## config.mk

```make
export PLATFORM = sky130hd
export DESIGN_NAME = alu_seq
export DESIGN_NICKNAME = d
export VERILOG_FILES = /design/src/rtl/alu_seq_pkg.sv /design/src/rtl/alu_seq_mul.sv /design/src/rtl/alu_seq.sv
export SDC_FILE = /design/constraint.sdc
export NUM_CORES = 1
export LEC_CHECK = 0
export CORE_ASPECT_RATIO = 1.1
export CORE_MARGIN = 2
export CORE_UTILIZATION = 35
export CTS_CLUSTER_SIZE = 30
export DETAILED_ROUTE_END_ITERATION = 8
export GPL_ROUTABILITY_DRIVEN = 0
export HOLD_SLACK_MARGIN = 0.05
export SLEW_MARGIN = 15
export SYNTH_ARGS = -nofsm -noshare
export SYNTH_HDL_FRONTEND = slang
export SYNTH_SLANG_ARGS = --single-unit
```

## constraint.sdc

```tcl
create_clock -name clk -period 11 [get_ports clk]
set_input_delay 2.2 -clock clk [delete_from_list [all_inputs] [get_ports clk]]
set_output_delay 2.2 -clock clk [all_outputs]
set_load 0.01 [all_outputs]
```

## src/rtl/alu_seq_pkg.sv

```systemverilog
// Shared types for the sequential ALU: op codes, FSM states and flag bit positions.
// Build option: ALU_SEQ_MUL_EN adds the multi-cycle shift-add multiplier.
package alu_seq_pkg;

  typedef enum logic [3:0] {
    OP_THR = 4'd0,
    OP_ADD = 4'd1,
    OP_ADC = 4'd2,
    OP_SUB = 4'd3,
    OP_SBC = 4'd4,
    OP_SHL = 4'd5,
    OP_ROL = 4'd6,
    OP_SHR = 4'd7,
    OP_ROR = 4'd8,
    OP_AND = 4'd9,
    OP_OR  = 4'd10,
    OP_XOR = 4'd11,
    OP_NOT = 4'd12,
    OP_MUL = 4'd13
  } alu_op_e;

`ifdef ALU_SEQ_MUL_EN
  typedef enum logic [1:0] {S_IDLE, S_MUL, S_DONE} alu_state_e;
`else
  typedef enum logic [1:0] {S_IDLE, S_DONE} alu_state_e;
`endif

  // Bit positions inside flags = {negative, overflow, carry, zero}
  localparam int FLAG_ZERO  = 0;
  localparam int FLAG_CARRY = 1;
  localparam int FLAG_OVF   = 2;
  localparam int FLAG_NEG   = 3;

endpackage

```

## src/rtl/alu_seq_mul.sv

```systemverilog
// Unsigned shift-add multiplier, one partial product per clock.
// Only instantiated when ALU_SEQ_MUL_EN is defined.
module alu_mul_seq #(
  parameter int DATA_WIDTH = 8
) (
  input  logic                    clk,
  input  logic                    rst_n,
  input  logic                    start,
  input  logic [DATA_WIDTH-1:0]   mcand_in,
  input  logic [DATA_WIDTH-1:0]   mplier_in,
  output logic [2*DATA_WIDTH-1:0] product,
  output logic                    last
);

  localparam int CW = $clog2(DATA_WIDTH);

  logic [2*DATA_WIDTH-1:0] mcand_q;
  logic [2*DATA_WIDTH-1:0] acc_q;
  logic [DATA_WIDTH-1:0]   mplier_q;
  logic [CW-1:0]           count_q;
  logic                    busy_q;

  // The product leaving on the final step is the accumulator plus that step's partial
  // product, so the result is ready on the same edge the last step would be taken.
  assign product = acc_q + (mplier_q[0] ? mcand_q : '0);
  assign last    = busy_q && (count_q == CW'(DATA_WIDTH - 1));

  always_ff @(posedge clk) begin
    if (!rst_n) begin
      mcand_q  <= '0;
      acc_q    <= '0;
      mplier_q <= '0;
      count_q  <= '0;
      busy_q   <= 1'b0;
    end else if (start) begin
      mcand_q  <= {{DATA_WIDTH{1'b0}}, mcand_in};
      acc_q    <= '0;
      mplier_q <= mplier_in;
      count_q  <= '0;
      busy_q   <= 1'b1;
    end else if (busy_q) begin
      acc_q    <= product;
      mcand_q  <= mcand_q << 1;
      mplier_q <= mplier_q >> 1;
      count_q  <= count_q + 1'b1;
      busy_q   <= !last;
    end
  end

endmodule

```

## src/rtl/alu_seq.sv

```systemverilog
// Sequential ALU with valid/ready handshake; single-cycle ops finish one edge after accept.
// Build option: ALU_SEQ_MUL_EN enables the DATA_WIDTH-cycle unsigned multiply.
module alu_seq
  import alu_seq_pkg::*;
#(
  parameter int DATA_WIDTH = 8
) (
  input  logic                  clk,
  input  logic                  rst_n,
  input  alu_op_e               op,
  input  logic [DATA_WIDTH-1:0] register1,
  input  logic [DATA_WIDTH-1:0] register2,
  input  logic                  in_valid,
  output logic                  in_ready,
  output logic [DATA_WIDTH-1:0] result,
  output logic [DATA_WIDTH-1:0] result_hi,
  output logic                  out_valid,
  input  logic                  out_ready,
  output logic [3:0]            flags
);

  localparam int W = DATA_WIDTH;

  alu_state_e state_q, state_d, start_state;
  logic       accept;
  logic       load_alu;
  logic [W:0] ext;
  logic       alu_carry, alu_ovf;
  logic [3:0] alu_flags;

  assign accept   = in_valid && in_ready;
  assign load_alu = accept && (start_state == S_DONE);

`ifdef ALU_SEQ_MUL_EN
  logic [2*W-1:0] mul_product;
  logic           mul_last;
  logic           load_mul;
  logic [3:0]     mul_flags;

  assign start_state = (op == OP_MUL) ? S_MUL : S_DONE;
  assign load_mul    = (state_q == S_MUL) && mul_last;

  alu_mul_seq #(.DATA_WIDTH(W)) u_mul (
    .clk       (clk),
    .rst_n     (rst_n),
    .start     (accept && (op == OP_MUL)),
    .mcand_in  (register1),
    .mplier_in (register2),
    .product   (mul_product),
    .last      (mul_last)
  );

  always_comb begin
    mul_flags             = '0;
    mul_flags[FLAG_NEG]   = mul_product[2*W-1];
    mul_flags[FLAG_CARRY] = (mul_product[2*W-1:W] != '0);
    mul_flags[FLAG_ZERO]  = (mul_product == '0);
  end
`else
  assign start_state = S_DONE;
`endif

  always_ff @(posedge clk) begin
    if (!rst_n) state_q <= S_IDLE;
    else        state_q <= state_d;
  end

  always_comb begin
    state_d = state_q;
    case (state_q)
      S_IDLE: if (accept) state_d = start_state;
`ifdef ALU_SEQ_MUL_EN
      S_MUL:  if (mul_last) state_d = S_DONE;
`endif
      S_DONE: if (out_ready) state_d = accept ? start_state : S_IDLE;
      default: state_d = S_IDLE;
    endcase
  end

  always_comb begin
    in_ready  = (state_q == S_IDLE) || ((state_q == S_DONE) && out_ready);
    out_valid = (state_q == S_DONE);
  end

  // Everything is evaluated one bit wider so bit W carries the carry/borrow out.
  always_comb begin
    ext       = '0;
    alu_carry = 1'b0;
    alu_ovf   = 1'b0;
    case (op)
      OP_THR: ext = {1'b0, register1};
      OP_ADD, OP_ADC: begin
        ext = {1'b0, register1} + {1'b0, register2}
              + {{W{1'b0}}, (op == OP_ADC) && flags[FLAG_CARRY]};
        alu_carry = ext[W];
        alu_ovf   = (register1[W-1] == register2[W-1]) && (ext[W-1] != register1[W-1]);
      end
      OP_SUB, OP_SBC: begin
        ext = {1'b0, register1} - {1'b0, register2}
              - {{W{1'b0}}, (op == OP_SBC) && flags[FLAG_CARRY]};
        alu_carry = ext[W];
        alu_ovf   = (register1[W-1] != register2[W-1]) && (ext[W-1] != register1[W-1]);
      end
      OP_SHL: begin
        ext       = {register1, 1'b0};
        alu_carry = ext[W];
      end
      OP_ROL: ext = {1'b0, register1[W-2:0], register1[W-1]};
      OP_SHR: begin
        ext       = {2'b00, register1[W-1:1]};
        alu_carry = register1[0];
      end
      OP_ROR: ext = {1'b0, register1[0], register1[W-1:1]};
      OP_AND: ext = {1'b0, register1 & register2};
      OP_OR:  ext = {1'b0, register1 | register2};
      OP_XOR: ext = {1'b0, register1 ^ register2};
      OP_NOT: ext = {1'b0, ~register1};
      default: ext = '0;
    endcase
    alu_flags             = '0;
    alu_flags[FLAG_NEG]   = ext[W-1];
    alu_flags[FLAG_OVF]   = alu_ovf;
    alu_flags[FLAG_CARRY] = alu_carry;
    alu_flags[FLAG_ZERO]  = (ext[W-1:0] == '0);
  end

  // Results and flags only change when entering DONE, so they persist through IDLE.
  always_ff @(posedge clk) begin
    if (!rst_n) begin
      result    <= '0;
      result_hi <= '0;
      flags     <= '0;
    end else if (load_alu) begin
      result    <= ext[W-1:0];
      result_hi <= '0;
      flags     <= alu_flags;
`ifdef ALU_SEQ_MUL_EN
    end else if (load_mul) begin
      result    <= mul_product[W-1:0];
      result_hi <= mul_product[2*W-1:W];
      flags     <= mul_flags;
`endif
    end
  end

endmodule

```

==> impl_metrics.toml, run 1 <==
# synthesis and place-and-route metrics
[pwr]
combPwrFrac = 0.600
p_int_mw = 0.129
sequentialPowerShare = 0.227
switching_share = 0.399
p_seq_mw = 0.0485
power_leader = "combinational cells"
p_sw_mw = 0.0853
ir_drop_mv = 0.0570

[synth]
syn_area_per_cell_um2 = 7.65
top_cell_area_share = 0.151
syn_inst = 324
yosysSeqAreaShare = 0.0969
async_flop_share = 0
ys_warn_count = 0
top_cells_by_area = "ha_1 (15%), dfxtp_1 (9.7%), buf_4 (4.5%), inv_1 (4.5%), fa_1 (3.2%)"
ys_chip_area_um2 = 2480
yosys-top-cells-count = "ha_1 (30), inv_1 (30), nor2_1 (21)"
flop_cell = "dfxtp_1"
edf_count = 0
top_logic_kind = "AND-OR/OR-AND gates"
mux_share = 0.0338
syn_area_um2 = 2480
yosysUniqueCellTypes = 70
yosys_cells = 324

[routing]
drt_iter0_drc = 287
wl_per_cell_um = 15.9
route.met3.wl_um = 433
first_pass_iters = 5
drc = 0
wl_met2_um = 3210
met1Wirelength_um = 3080
top_layer = "met4"
drtAntennaViolNets = 0

[status]
status = "completed"

[cells_and_area]
fillers = 724
final_cell_mix = "clkdlybuf4s50_1 (37), inv_1 (30), ha_1 (30)"
seq_share = 0.0837
signal_buffers = 40
flops = 12
drive_above_1_share = 0.0632
final-clk-cell-share = 0.0144
regMostFlops = "result"
nonClkBufAreaFrac = 0.137
largest_class = "multi-input combinational cells"
final-comb-area_um2 = 1980
area_growth_syn_to_layout_pct = 15.7
reg.largest.list = "result (8), flags (3), state_q (1)"

[final_timing]
hold_viol_final = 0
finalCriticalPeriod_ns = 5.94
fin_ws_ns = 5.06
fin_tns_setup_ns = 0
hold_ws_ns = 0.455
worst_pin_slew_ns = 0.882
rsz0062_at_grt = "no"
finClkSkew_ns = 0.00176
max_slew_margin = 0.410
clock.fmax_mhz = 168

[worst_setup_path]
start_kind = "input port"
crit_fanout = 24
path_class = "input port to flip-flop"
crit_family = "simple AND/OR/NAND/NOR gates"
path_cells = "clkdlybuf4s50_1, nor2_1, nand3_1, fa_1, fa_1, nand2b_1, a211oi_1, o21ai_0, a21boi_0, o31ai_1, or4_1, o31ai_2"
r2r-end = "flags[0]"
ff2ff_path_depth = 10
crit_path_top_delay_cell = "clkdlybuf4s50_1"
r2r_start = "flags[1]"

[floorplanning]
n_tap_cell = 85
rows = 32
die_x_um = 84.2
core_util_floorplan = 0.358
core_area_um2 = 6930
die-height_um = 92.3

[grt]
antenna_found_initial = 0
overflow = 0
grt_max_degree = 37
use_met2 = 0.302
grt.busiest_layer = "met2"
grt_pass1_vias = 2326
grt_pass1_wl_um = 11400

[clocking]
cts_tree = "done"
htreeDepth = 1
cts_buffer_depth = 2
clock.latency.late_pin_ns = 0.23
path_clk_slew_ns = 0.05

[placed_design]
place_hpwl_um = 5480
dp_cells = 430
placed_area_um2 = 2830
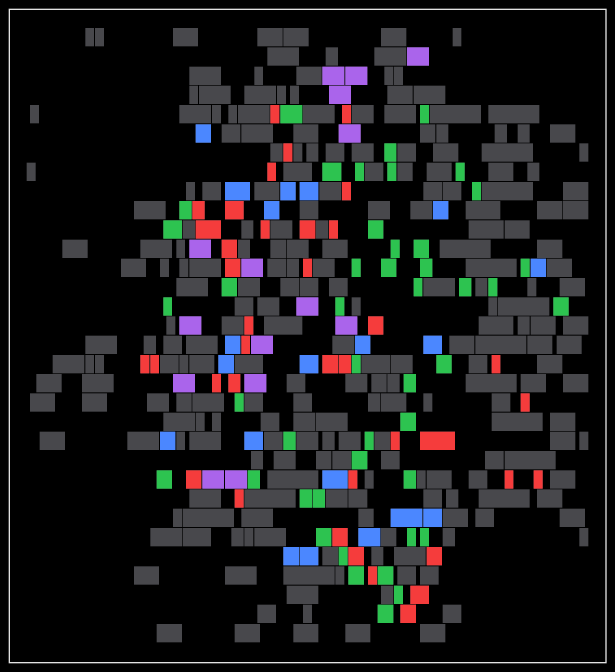
run_1/gates.png
[xor and xnor cells] purple | cells: 15 | most used: xnor2_1
[nand cells] green | cells: 45 | most used: nand2_1
[nor cells] red | cells: 38 | most used: nor2_1
[and/or cells] blue | cells: 20 | most used: and2_1
Final Non-Filler Cells: 433
multi-input combinational area share: 0.689
Commonest Layout Cell: clkdlybuf4s50_1

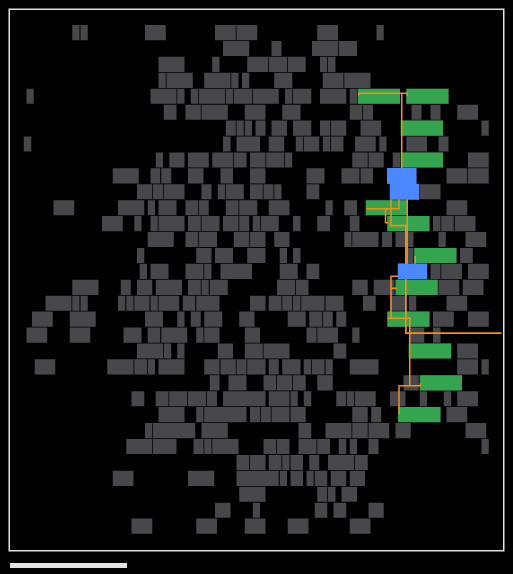
run_1/clock_wires.png
Scale bar: 20 um.
[clock wires] orange | length: 146 um
[flip-flops] green | count: 12
[clock-net drivers] blue | count: 3
routed clock nets: 4
clock share of power: 0.173
clock-net power: 0.0370 mW

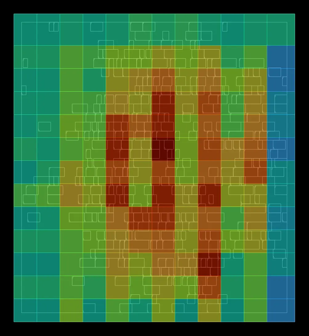
run_1/congestion_map.png
met1 GRT Util: 0.227
GR Util met3: 0.0216
post-layout util: 0.414
gr usage total: 0.177

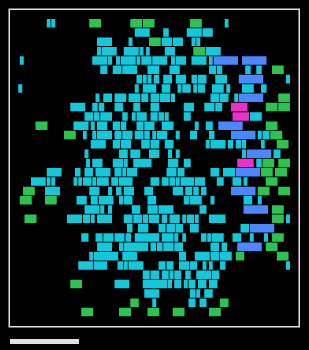
run_1/class_map.png
Scale bar: 20 um.
[remaining buffers and delay cells] green | cells: 40 | share of their area: 14%
[registers] blue | cells: 12 | share of their area: 8.7%
[remaining logic cells] cyan | cells: 293 | share of their area: 76%
[clock-net drivers] magenta | cells: 3 | share of their area: 1.5%

run_1/ff_map.png
Scale bar: 20 um. Other sequential cells in the stronger grey, the rest of the logic in the fainter grey.
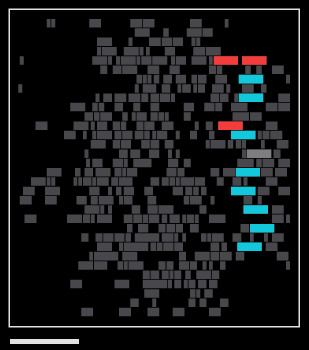

==> inputs of run 2 (changes only) <==
Clock period 11 ns to 4.9 ns, I/O delays scaled along.
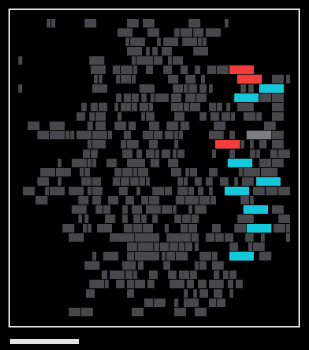
run_2/ff_map.png
Scale bar: 20 um. Other sequential cells in the stronger grey, the rest of the logic in the fainter grey.
[flags] red | sequential cells: 3
[result] cyan | sequential cells: 8

==> impl_metrics.toml, run 2 <==
# synthesis and place-and-route metrics
[worst_setup_path]
crit_fanout = 7
ff2ff_path_depth = 10
crit_family = "simple AND/OR/NAND/NOR gates"
crit_path_top_delay_cell = "clkdlybuf4s50_1"
r2r-end = "flags[0]"
path_cells = "clkdlybuf4s50_1, and2b_4, nand3_1, fa_1, inv_1, ha_1, o21ai_0, nand2_1, xor2_1, a22oi_1, nand3_1, or4_1, o31ai_2"
start_kind = "input port"

[floorplanning]
n_tap_cell = 85
die_x_um = 84.2
die-height_um = 92.3
core_util_floorplan = 0.358
core_area_um2 = 6930
rows = 32

[placed_design]
dp_cells = 436
placed_area_um2 = 2870

[synth]
top_cell_area_share = 0.151
ys_chip_area_um2 = 2480
flop_cell = "dfxtp_1"
yosysUniqueCellTypes = 70
ys_warn_count = 0
edf_count = 0
syn_area_um2 = 2480
top_cells_by_area = "ha_1 (15%), dfxtp_1 (9.7%), buf_4 (4.5%), inv_1 (4.5%), fa_1 (3.2%)"
yosys_cells = 324

[cells_and_area]
stdcell_count = 440
final_common_cell = "clkdlybuf4s50_1"
final_util = 0.423
final-comb-area_um2 = 1980
signal_buffers = 46
final-clk-cell-share = 0.0188
reg.largest.list = "result (8), flags (3), state_q (1)"
drive_above_1_share = 0.0817
seq_share = 0.0821
area_growth_syn_to_layout_pct = 18.1
nonClkBufAreaFrac = 0.150

[grt]
grt_pass1_vias = 2382
grt_use_met1 = 0.256
use_met2 = 0.306
antenna_found_initial = 0
grtUsageMet3 = 0.0207
grt.busiest_layer = "met2"
overflow = 0
grtUsageTotal = 0.188

[routing]
drc = 0
wl_per_cell_um = 16.5
drt_iter0_drc = 207
drtAntennaViolNets = 0
first_pass_iters = 5
route.met3.wl_um = 445
met1Wirelength_um = 3370

[pwr]
pg_clk_mw = 0.109
ir_drop_mv = 0.257
sequentialPowerShare = 0.213
combPwrFrac = 0.574
p_int_mw = 0.309

[final_timing]
max_slew_margin = 0.595
fin_tns_setup_ns = 0
fin_ws_ns = 0.717
rsz0062_at_grt = "no"
clock.fmax_mhz = 239
hold_viol_final = 0

[clocking]
clock.latency.late_pin_ns = 0.24
cts_tree = "done"
path_clk_slew_ns = 0.06
cts_buffer_depth = 2
htreeDepth = 1

[status]
status = "completed"
Power figures rest on the tool's default switching activity, not on a simulated workload.
